$ cat config.mk
export PLATFORM = sky130hd
export DESIGN_NAME = tmr_mode_sched
export DESIGN_NICKNAME = d
export VERILOG_FILES = /design/src/rtl/tmr_pkg.sv /design/src/rtl/err_rate_mon.sv /design/src/rtl/tmr_mode_sched.sv
export SDC_FILE = /design/constraint.sdc
export NUM_CORES = 1
export LEC_CHECK = 0
export ABC_AREA = 1
export CAP_MARGIN = 20
export CORE_AREA = 5 5 83 54
export CTS_CLUSTER_DIAMETER = 50
export CTS_CLUSTER_SIZE = 25
export DETAILED_ROUTE_END_ITERATION = 7
export DIE_AREA = 0 0 88 59
export PLACE_DENSITY_LB_ADDON = 0.3
export SLEW_MARGIN = 20
export SYNTH_ARGS = -nofsm -noshare
export SYNTH_HDL_FRONTEND = slang
export SYNTH_SLANG_ARGS = --single-unit
$ cat constraint.sdc
create_clock -name clk -period 2.12 [get_ports clk]
set_clock_uncertainty 0.05 [all_clocks]
set_input_delay 0.212 -clock clk [delete_from_list [all_inputs] [get_ports clk]]
set_output_delay 0.212 -clock clk [all_outputs]
set_load 0.1 [all_outputs]
$ cat src/rtl/tmr_pkg.sv
// Shared types and constants for the dynamic TMR mode scheduler.
package tmr_pkg;

    typedef enum logic [1:0] {
        SIMPLEX  = 2'd0,
        WARMUP   = 2'd1,
        TMR      = 2'd2,
        COOLDOWN = 2'd3
    } mode_e;

    localparam logic [2:0] EN_SIMPLEX = 3'b001;
    localparam logic [2:0] EN_TMR     = 3'b111;

    localparam int unsigned ERR_RATE_W = 4;
    localparam logic [ERR_RATE_W-1:0] ERR_SAT = 4'd15;

    // Replica enable pattern for a given mode: only replica 0 in simplex.
    function automatic logic [2:0] en_of(input mode_e m);
        return (m == SIMPLEX) ? EN_SIMPLEX : EN_TMR;
    endfunction

endpackage

$ cat src/rtl/err_rate_mon.sv
// Windowed error-rate monitor: counts err_evt per WINDOW cycles, saturating,
// and publishes the count of the last completed window.
module err_rate_mon
    import tmr_pkg::*;
#(
    parameter int unsigned WINDOW = 256
) (
    input  logic                  clk,
    input  logic                  rst_n,
    input  logic                  err_evt,
    output logic [ERR_RATE_W-1:0] err_rate
);

    localparam int unsigned WIN_W = $clog2(WINDOW);

    logic [WIN_W-1:0]      win_cnt;
    logic [ERR_RATE_W-1:0] err_cnt;
    logic                  win_end_c;
    logic [ERR_RATE_W-1:0] err_inc_c;

    assign win_end_c = (win_cnt == WIN_W'(WINDOW - 1));
    // An event on the closing cycle still belongs to the closing window.
    assign err_inc_c = (err_evt && (err_cnt != ERR_SAT)) ? err_cnt + ERR_RATE_W'(1) : err_cnt;

    always_ff @(posedge clk or negedge rst_n) begin
        if (!rst_n) begin
            win_cnt  <= '0;
            err_cnt  <= '0;
            err_rate <= '0;
        end else if (win_end_c) begin
            win_cnt  <= '0;
            err_cnt  <= '0;
            err_rate <= err_inc_c;
        end else begin
            win_cnt  <= win_cnt + WIN_W'(1);
            err_cnt  <= err_inc_c;
        end
    end

endmodule

$ cat src/rtl/tmr_mode_sched.sv
// Mode controller for the dynamic TMR datapath: chooses simplex or voted TMR
// from synchronised hazard sensors and the windowed error rate.
module tmr_mode_sched
    import tmr_pkg::*;
#(
    parameter int unsigned WINDOW   = 256,
    parameter int unsigned ERR_TH   = 5,
    parameter int unsigned WARM_CYC = 4,
    parameter int unsigned HOLD_CYC = 64
) (
    input  logic                  clk,
    input  logic                  rst_n,
    input  logic                  f1,
    input  logic                  f2,
    input  logic                  b1,
    input  logic                  b2,
    input  logic                  err_evt,
    output logic [2:0]            en,
    output logic                  state,
    output logic                  sync,
    output logic [ERR_RATE_W-1:0] err_rate
);

    localparam int unsigned WARM_W = $clog2(WARM_CYC + 1);
    localparam int unsigned HOLD_W = $clog2(HOLD_CYC + 1);

    logic [3:0]        sens_meta;
    logic [3:0]        sens_sync;
    logic [2:0]        sens_sum_c;
    logic              trig_c;
    mode_e             fsm;
    mode_e             fsm_nxt;
    logic [WARM_W-1:0] warm_cnt;
    logic [WARM_W-1:0] warm_nxt;
    logic [HOLD_W-1:0] hold_cnt;
    logic [HOLD_W-1:0] hold_nxt;
    logic              sync_nxt;

    err_rate_mon #(.WINDOW(WINDOW)) u_err_rate_mon (
        .clk      (clk),
        .rst_n    (rst_n),
        .err_evt  (err_evt),
        .err_rate (err_rate)
    );

    // Two-flop synchronisers for the asynchronous sensors.
    always_ff @(posedge clk or negedge rst_n) begin
        if (!rst_n) begin
            sens_meta <= '0;
            sens_sync <= '0;
        end else begin
            sens_meta <= {b2, b1, f2, f1};
            sens_sync <= sens_meta;
        end
    end

    assign sens_sum_c = 3'(sens_sync[0]) + 3'(sens_sync[1]) + 3'(sens_sync[2]) + 3'(sens_sync[3]);
    assign trig_c     = (sens_sum_c >= 3'd3) || (err_rate > ERR_RATE_W'(ERR_TH));

    // Next-state logic; warm-up always completes, trig beats hold expiry.
    always_comb begin
        fsm_nxt  = fsm;
        warm_nxt = warm_cnt;
        hold_nxt = hold_cnt;
        sync_nxt = 1'b0;
        unique case (fsm)
            SIMPLEX: begin
                if (trig_c) begin
                    fsm_nxt  = WARMUP;
                    warm_nxt = '0;
                    sync_nxt = 1'b1;
                end
            end
            WARMUP: begin
                if (warm_cnt == WARM_W'(WARM_CYC - 1)) begin
                    fsm_nxt = TMR;
                end else begin
                    warm_nxt = warm_cnt + WARM_W'(1);
                end
            end
            TMR: begin
                if (!trig_c) begin
                    fsm_nxt  = COOLDOWN;
                    hold_nxt = '0;
                end
            end
            COOLDOWN: begin
                if (trig_c) begin
                    fsm_nxt  = TMR;
                    hold_nxt = '0;
                end else if (hold_cnt == HOLD_W'(HOLD_CYC - 1)) begin
                    fsm_nxt = SIMPLEX;
                end else begin
                    hold_nxt = hold_cnt + HOLD_W'(1);
                end
            end
        endcase
    end

    // State register with outputs decoded from the next state.
    always_ff @(posedge clk or negedge rst_n) begin
        if (!rst_n) begin
            fsm      <= SIMPLEX;
            warm_cnt <= '0;
            hold_cnt <= '0;
            en       <= EN_SIMPLEX;
            state    <= 1'b0;
            sync     <= 1'b0;
        end else begin
            fsm      <= fsm_nxt;
            warm_cnt <= warm_nxt;
            hold_cnt <= hold_nxt;
            en       <= en_of(fsm_nxt);
            state    <= (fsm_nxt == TMR) || (fsm_nxt == COOLDOWN);
            sync     <= sync_nxt;
        end
    end

endmodule
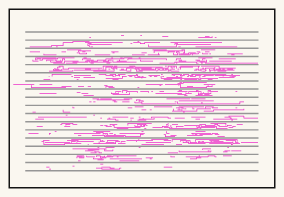
**Above:** the metal 1 layer.
Drawn at 3 px/um. Supply wires on this layer in gray.
share of all routed wire	53%
wire length on this layer	1650 um
GR Layer Usage met1: 0.198
final wirelength: 3.09 mm
total vias in the final route: 1282

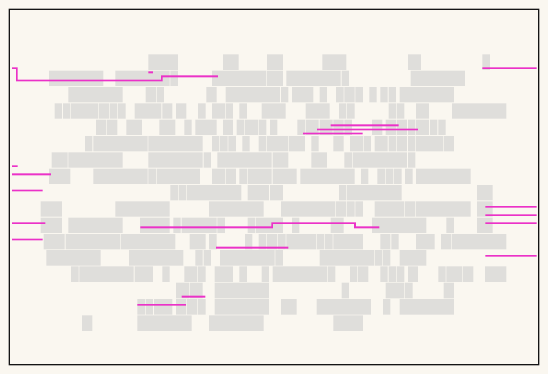
**Above:** the metal 3 layer.
Drawn at 6 px/um. Cells faint in the background.
share of all routed wire	6.5%
wire length on this layer	202 um
longest straight run	24.1 um
main direction	horizontal
met3 Resource Use GR: 0.0486

==> impl_metrics.csv <==
group,metric,value,unit
global_routing,grt_util_met2,0.182,
pwr,power.share.switching,0.262,
worst_setup_path,worst_path_dominant_cell_family,"adder cells",
clocking,post_cts_resized,13,
worst_setup_path,regToRegEndpoint,"hold_cnt[1]$_DFFE_PN0P_",
clocking,cts_tree,"built",
worst_setup_path,worst-r2r-cell-count,13,
detailed_routing,firstDrtPassIters,4,
worst_setup_path,crit_path_start,"sens_sync[3]$_DFF_PN0_",
worst_hold_path,min-delay-path-class,"input port to async pin",
clocking,cts_hold_buffers,0,
final_timing,fin_crit_sh,1.02,
worst_setup_path,worstSetupPathDepth,13,
worst_setup_path,critical_path_rt,2.25,ns
yosys,synth_flop_count,38,
worst_setup_path,endpoint_kind,"flop",
worst_setup_path,ff2ff_setup_slack,-0.05,ns
pwr,vdd_ir_drop_max,0.418,mV
worst_setup_path,start_kind,"flop",
pwr,share_comb_of_total_power,0.150,
global_routing,grt_pass1_wl,5.31,mm
layout,design_area,2150,um^2
pwr,power_combinational,226,uW
worst_setup_path,cp.buffers_inverters,3,
yosys,synth_sequential_area_ratio,0.540,
clocking,tritoncts.num_buffers,5,
final_timing,tns,-0.241,ns
layout,layout-drive-gt1-share,0.198,
detailed_routing,antenna_violating_nets_post_route,0,
final_timing,timing.final.ws_setup,-0.0493,ns
clocking,clk_root_buffer_cell,"clkbuf_8",
placed_design,routability_congestion_estimate_from_global_placement,0.865,
flow_run,maxCapViolCount,0,
floorplan,floorplanUtilization,0.490,
worst_setup_path,critical-path-max-stage-delay,0.54,ns
pwr,switchingPower,395,uW
detailed_routing,post-route-drc-count,0,
detailed_routing,detail_route.vias_per_cell,4.77,
worst_setup_path,rr_startpoint,"sens_sync[3]$_DFF_PN0_",
final_timing,rsz0062_at_grt,"yes",
detailed_routing,drtIter0Drc,46,
detailed_routing,detail_route.wl_per_cell,11.5,um
worst_setup_path,worst-path-max-fanout,4,
pwr,leakage,0.00103,uW
floorplan,core.rowCount,17,
layout,regArea,951,um^2
floorplan,die.size.y,59,um
final_timing,slew_headroom,0.446,
yosys,synth_cell_types,23,
clocking,post-cts-setup-buffers,0,
yosys,syn_area_per_cell,8.89,um^2
yosys,total_number_of_yosys_warnings,0,
pwr,p_seq_frac,0.532,
worst_setup_path,setup.worst_path.end,"hold_cnt[1]$_DFFE_PN0P_",
outcome,outcome,"finished with violations",
layout,most_used_logic_cell_in_the_final_layout,"nand2_1",
yosys,ys_cells,198,
global_routing,grt-ovfl-total,0,
worst_setup_path,timing.critical_path.arrival,2.30,ns
final_timing,tightestPinTransition,0.832,ns
layout,area_added_between_synthesis_and_finish,21.9,%
outcome,failed_checks,"negative hold slack, negative setup slack",
floorplan,design.core.area,3590,um^2
yosys,synth-area-yosys,1760,um^2
layout,mostFrequentLayoutCells,"nand2_1, dfrtp_1, inv_1",
pwr,power_density_cells,702,nW/um^2
clocking,cts-htree-levels,2,
detailed_routing,top_signal_layer_used,"met4",
final_timing,finalHoldWorstSlack,-0.0176,ns
layout,fill_count,322,
clocking,clkSlewWorstSetupHoldPaths,0.07,ns
worst_setup_path,crit_type,"flop to flop",
global_routing,antenna_found_initial,0,
final_timing,drv_slew,0,
layout,comb_area,774,um^2
layout,n_antenna_cell,0,
global_routing,grt_busiest_layer,"met1",
placed_design,io_buffers,14,
yosys,syn-cell-area,1760,um^2
detailed_routing,wl_met3,201,um
worst_setup_path,cp_cell_sequence,"inv_2 > fa_1 > inv_2 > ha_4 > ha_4 > nand2_2 > nor2_4 > nor2_4 > nand2_1 > nand2_2 > buf_6 > nand3_1 > nand2_1",
floorplan,die.size.x,88,um
final_timing,max_freq,461,MHz
placed_design,placed_cell_area,1970,um^2
detailed_routing,wl_met1,1.65,mm
clocking,ctsLongestPathBuffers,2,
final_timing,finalHoldViolCount,38,
worst_setup_path,worst_path_max_delay_cell,"fa_1",
floorplan,ios,16,
yosys,synthesis.instances,198,
yosys,syn_nets,214,
final_timing,timing.final.crit_period,2.17,ns
pwr,top_power_group,"sequential cells",
final_timing,final-setup-viol-count,7,
placed_design,place.detailed.hpwl,2.16,mm
pwr,internal-power,1110,uW
global_routing,maximum_number_of_pins_on_one_net_before_global_route_repair,39,
floorplan,chipArea,5190,um^2
pwr,sequentialPower,802,uW
flow_run,warning_count,29,
global_routing,first_global_vias,1165,
layout,final_net_count,239,
global_routing,grt_usage,0.137,
pwr,post-layout-total-power,1510,uW
detailed_routing,wl_met2,1.18,mm
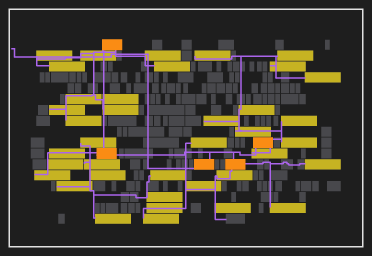
**Above:** routed clock nets over the placement.
Drawn at 4 px/um.
[yellow] flip-flops | count: 38
[orange] clock drivers | count: 5
[purple] clock wires | length: 494 um
flops lie	spread over the die
clock latency reported for the late side of the worst-skew pair: 0.28 ns
power dissipated in the clock network: 479 uW
clock share of power: 0.318

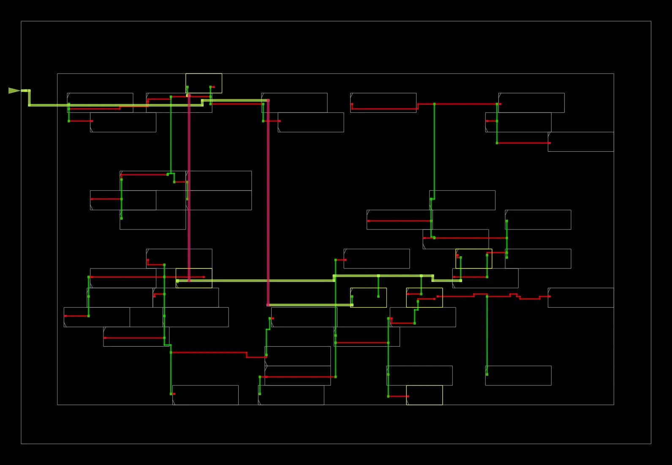
**Above:** clock wiring as the flow saved it.
number of clock buffers in the layout: 6
Num Clock Sinks: 38

==> through the flow <==
stage / cells / util / setup slack, ns
floorplan: 198 / - / 0.00562
global placement: 262 / 0.547 / -0.115
detailed placement: 262 / 0.547 / -0.107
CTS: 268 / 0.589 / -0.0124
global route: 269 / 0.597 / -0.142
finish: 269 / 0.597 / -0.0493
==> cells in the mapped netlist, drive strengths merged <==
| master | number | area (um^2) |
|---|---|---|
| a21oi | 3 | 15.0 |
| dfrtp | 38 | 951 |
| buf | 2 | 15.0 |
| inv | 30 | 115 |
| conb | 1 | 3.75 |
| nand4 | 7 | 43.8 |
| o21bai | 1 | 7.51 |
| or2 | 1 | 6.26 |
| nor3 | 4 | 31.3 |
| ha | 8 | 100 |
| a31o | 1 | 8.76 |
| nand2 | 51 | 196 |
| nor3b | 1 | 7.51 |
| fa | 1 | 20.0 |
| nand3 | 16 | 80.1 |
| o21ai | 10 | 50.1 |
| xor2 | 4 | 35.0 |
| nor2 | 19 | 73.8 |
==> kinds of logic after synthesis <==
logic type	Yosys count	share of synthesized area
xor gates and xnor gates	4	0.0199
AOI/OAI and AO/OA	15	0.0462
adders and majority gates	9	0.0682
buffers and inverters	32	0.0739
DFF	38	0.540
other	1	0.00213
and+or+nand+nor	99	0.249
==> final cells by class <==
class | instances | share of cell area
timing repair buffer | 20 | 0.0764
inverter | 30 | 0.0536
sequential | 38 | 0.443
multi-input combinational | 128 | 0.361
clock buffer | 6 | 0.0385
tap | 47 | 0.0274
==> sequential cells by signal (all words and copies together), names as in the netlist <==
register / flops
fsm: 2
sens_sync: 4
u_err_rate_mon.win_cnt: 8
en: 1
hold_cnt: 7
sync: 1
warm_cnt: 3
u_err_rate_mon.err_cnt: 4
sens_meta: 4
u_err_rate_mon.err_rate: 4
Power figures rest on the tool's default switching activity, not on a simulated workload.
